==> config.mk <==
export PLATFORM = sky130hd
export DESIGN_NAME = queue_fifo_ctr
export DESIGN_NICKNAME = d
export VERILOG_FILES = /design/src/rtl/queue_fifo_ctr.sv
export SDC_FILE = /design/constraint.sdc
export NUM_CORES = 1
export LEC_CHECK = 0
export CAP_MARGIN = 20
export CORE_MARGIN = 2
export CORE_UTILIZATION = 56
export CTS_BUF_LIST = sky130_fd_sc_hd__clkbuf_8
export DETAILED_ROUTE_END_ITERATION = 12
export PLACE_DENSITY = 0.9
export REMOVE_ABC_BUFFERS = 1
export SLEW_MARGIN = 20
export SYNTH_ARGS = -nofsm -noshare
export SYNTH_HDL_FRONTEND = slang
export SYNTH_SLANG_ARGS = --single-unit
==> constraint.sdc <==
create_clock -name clk -period 2.52 [get_ports clk]
set_clock_uncertainty 0.15 [all_clocks]
set_input_delay 0.504 -clock clk [delete_from_list [all_inputs] [get_ports clk]]
set_output_delay 0.504 -clock clk [all_outputs]
set_load 0.1 [all_outputs]
==> run_1/io_fan.png <==
Scale: 4 px per um.
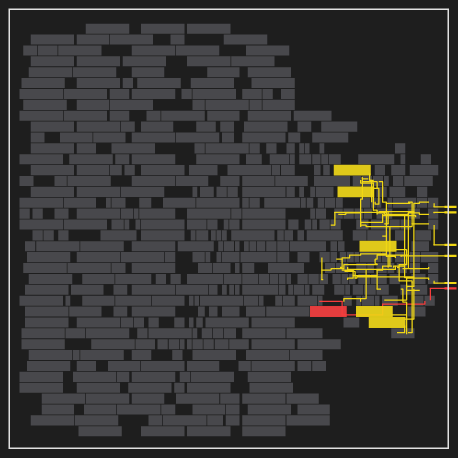
legend:
  yellow:
    port: count
    bits: 5
    direction: output
    end_cells: 5
    buffers: 10
    wire: 476 um
  red:
    port: overflow
    bits: 1
    direction: output
    end_cells: 1
    buffers: 1
    wire: 39.9 um
io pins: 34
port bufs: 33

==> run_1/wires.png <==
Scale: 3 px per um.
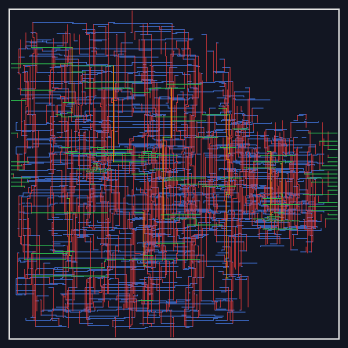
legend:
  blue:
    layer: metal 1
    wire_length: 5170 um
  orange:
    layer: metal 4
    wire_length: 245 um
  red:
    layer: metal 2
    wire_length: 6530 um
  green:
    layer: metal 3
    wire_length: 819 um
WL/cell: 21.4 um
via count of the routed design: 3585

==> run_1/clocks.png <==
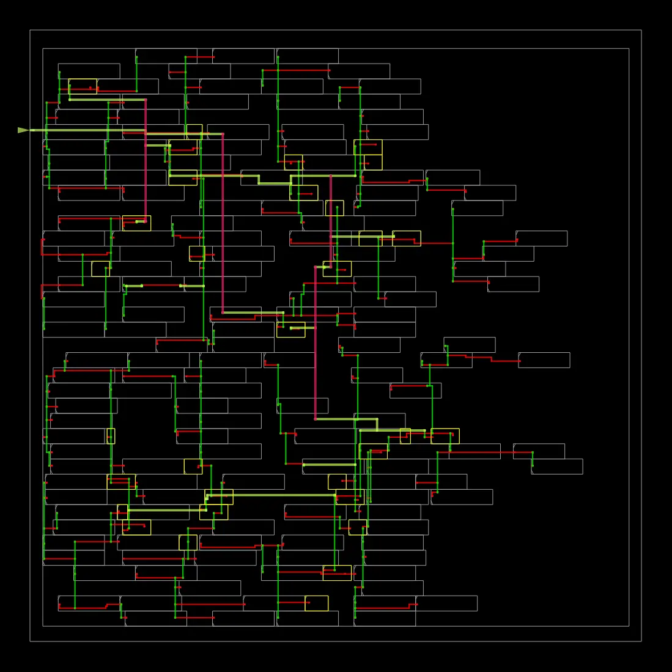
Clock Sinks: 152
clock network power: 1.65 mW

==> impl_metrics.ini, run 1 <==
; generated from flow reports
[outcome]
outcome = complete, no violations

[logic_synthesis]
yosys.area_share.simple = 0.0581
synthArstFlopShare = 0.158
mux_area_frac = 0.141
logic_family = multiplexers
synth_flops = 152
postSynthSeqShare = 0.715
syn_avg_cell_area_um2 = 17.5
adder_share = 0.0141
area_leaders = edfxtp_1 (62%), mux4_2 (11%), dfrtp_1 (9.7%)
ys_warn_count = 0
ys_cells = 356
ys_area_mm2 = 0.00622
ys_top_cells_by_count = edfxtp_1 (128), mux4_2 (30), dfrtp_1 (24)

[power_and_ir_drop]
clkPwrFrac = 0.251
comb_power_share = 0.296
p_int_mw = 4.12
irDropWorstVdd_mv = 1.03
power-top-group = sequential cells
pg_seq_mw = 2.97
p_per_area_mw_per_mm2 = 881
p_switching_mw = 2.44
pwr-share-seq = 0.452
totalPowerFinal_mw = 6.56
p_sw_frac = 0.372

[final_layout]
seq_area_mm2 = 0.00445
seq_area_frac = 0.597
fill_cells = 700
layout.cells.non_filler = 595
drive_above_1_share = 0.327
clock_buffers = 17
sh_comb_area = 0.229
fin_util = 0.687
nNonClkInverters = 10
seq_cells = 152
finalNetCount = 463
area_delta_synth_final_pct = 19.7
mi_logic_area_mm2 = 0.00171
lay_top_count = edfxtp_1
largestClassByArea = registers
comb_cells = 175

[global_route]
grt_pass1_vias = 3687
grt_util_met2 = 0.377
busiest_layer = met2
overflow = 0
grt_antenna_before_repair = 0
grt_pass1_wl_um = 19800
grt_max_degree = 25

[timing]
hold_slack_ns = 0.268
drv_slew = 0
rsz0062_at_grt = false
fin_crit_ns = 2.43
fmax_mhz = 411
fin_tns_setup_ns = 0
maxSlewHeadroom = 0.625
min_period_over_period = 0.965

[worst_setup_path]
arrival_ns = 1.78
crit_path_end_kind = primary output
reg2reg_slack_ns = 0.16
crit_required_ns = 1.87
critical_path_class = flop to primary output
startpoint_type = flop
critPathSlowestCell = dfrtp_1
critPathMaxStageDelay_ns = 0.43
worst-path-max-fanout = 10

[die]
chip_area_mm2 = 0.0120
n_tap_cell = 140
fp_util = 0.574
rows = 38

[run]
max-cap-violations = 0

[route]
wl_met3_um = 818
postRouteAntennaNets = 0
drc = 0
drt_wl_total_um = 12800
highest-signal-layer = met4

[place]
dp_slack_ns = -0.498
globalplace.congestion = 0.927
place_hpwl_um = 8700

[clock_tree]
clockRootBuffer = clkbuf_8
clk_pin_slew_ns = 0.09
numCtsBuffers = 17
post_cts_resized = 2
insertion_delay_ns = 0.44
postCtsHoldBufs = 0
cts_buffer_depth = 2
cts_tree = done
cts_setup_buffers = 0
==> run_1/flops_by_reg.png <==
Scale: 2 px per um. Other sequential cells in the stronger gray, the rest of the logic in the fainter gray.
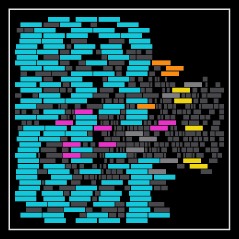

==> run 1 -> run 2 <==
--- a/config.mk
+++ b/config.mk
@@ -9,7 +9,9 @@
 export CORE_MARGIN = 2
 export CORE_UTILIZATION = 56
 export CTS_BUF_LIST = sky130_fd_sc_hd__clkbuf_8
+export CTS_CLUSTER_SIZE = 8
 export DETAILED_ROUTE_END_ITERATION = 12
+export GPL_ROUTABILITY_DRIVEN = 0
 export PLACE_DENSITY = 0.9
 export REMOVE_ABC_BUFFERS = 1
 export SLEW_MARGIN = 20
==> constraint.sdc (replaced) <==
create_clock -name clk -period 2.17 [get_ports clk]
set_clock_uncertainty 0.15 [all_clocks]
set_input_delay 0.434 -clock clk [delete_from_list [all_inputs] [get_ports clk]]
set_output_delay 0.434 -clock clk [all_outputs]
set_load 0.1 [all_outputs]
==> run_2/flops_by_reg.png <==
Scale: 2 px per um. Other sequential cells in the stronger gray, the rest of the logic in the fainter gray.
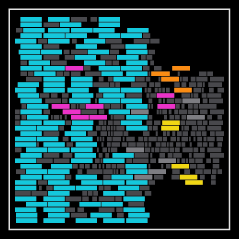
legend:
  yellow:
    netlist_name: count
    sequential_cells: 5
  cyan:
    netlist_name: r_mem
    sequential_cells: 128
  orange:
    netlist_name: r_rd_ptr
    sequential_cells: 4
  magenta:
    netlist_name: data_out
    sequential_cells: 8
Seq power: 3.45 mW
Core Util, Final: 0.723
Reg area: 0.00445 mm2

==> run 2 against run 1 <==
- the flow now finishes with violations (setup timing)
- cell count up 4.2%
- die area unchanged
- largest power group unchanged
- total power up 25%
- combinational power up 42%
- first-iteration DRC count up 12%
- non-clock buffer count up 25
- core utilization up 3.6 points
- count of clock-buffer cells in the layout unchanged
==> impl_metrics.ini, run 2 <==
; generated from flow reports
[outcome]
outcome = finished, violations left
failed_checks = setup timing

[logic_synthesis]
ys_top_cells_by_count = edfxtp_1 (128), mux4_2 (30), dfrtp_1 (24)
area_leaders = edfxtp_1 (62%), mux4_2 (11%), dfrtp_1 (9.7%)
yosys.area_share.simple = 0.0581
ys_cells = 356
synth_flops = 152
syn_avg_cell_area_um2 = 17.5

[power_and_ir_drop]
comb_power_share = 0.337
irDropWorstVdd_mv = 1.26
p_sw_frac = 0.371
powerClk_mw = 1.99
p_per_area_mw_per_mm2 = 1050
pwr-share-seq = 0.421
power-top-group = sequential cells

[clock_tree]
clk_pin_slew_ns = 0.09
clock_sinks = 152
cts_setup_buffers = 14
postCtsHoldBufs = 0
cts_tree = done

[global_route]
grt_max_degree = 25
grt_pass1_wl_um = 21100
grt_pass1_vias = 3916
grt_util_met2 = 0.423
busiest_layer = met2

[final_layout]
seq_cells = 152
seq_area_frac = 0.567
largestClassByArea = registers

[route]
drt_wl_total_um = 14200
wl_per_cell_um = 22.8

[die]
ios = 34
fp_util = 0.574
chip_area_mm2 = 0.0120

[timing]
setup_ws_ns = -0.307
setup-violations-final = 6
maxSlewHeadroom = 0.566
fmax_mhz = 404
fin_tns_setup_ns = -1.04

[worst_setup_path]
startpoint_type = flop
arrival_ns = 2.67

[place]
dp_slack_ns = -0.783
==> run_2/logic_types.png <==
Scale: 3 px per um.
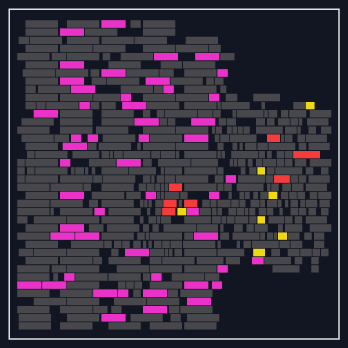
legend:
  yellow:
    family: AND-OR and OR-AND gates
    cells: 7
  red:
    family: adder and majority cells
    cells: 7
    most_used: ha_1
  magenta:
    family: multiplexers
    cells: 50
    most_used: mux4_2
logic share of the area: 0.226
final cell count without fillers: 620
Commonest Layout Cell: edfxtp_1

Power figures rest on the tool's default switching activity, not on a simulated workload.
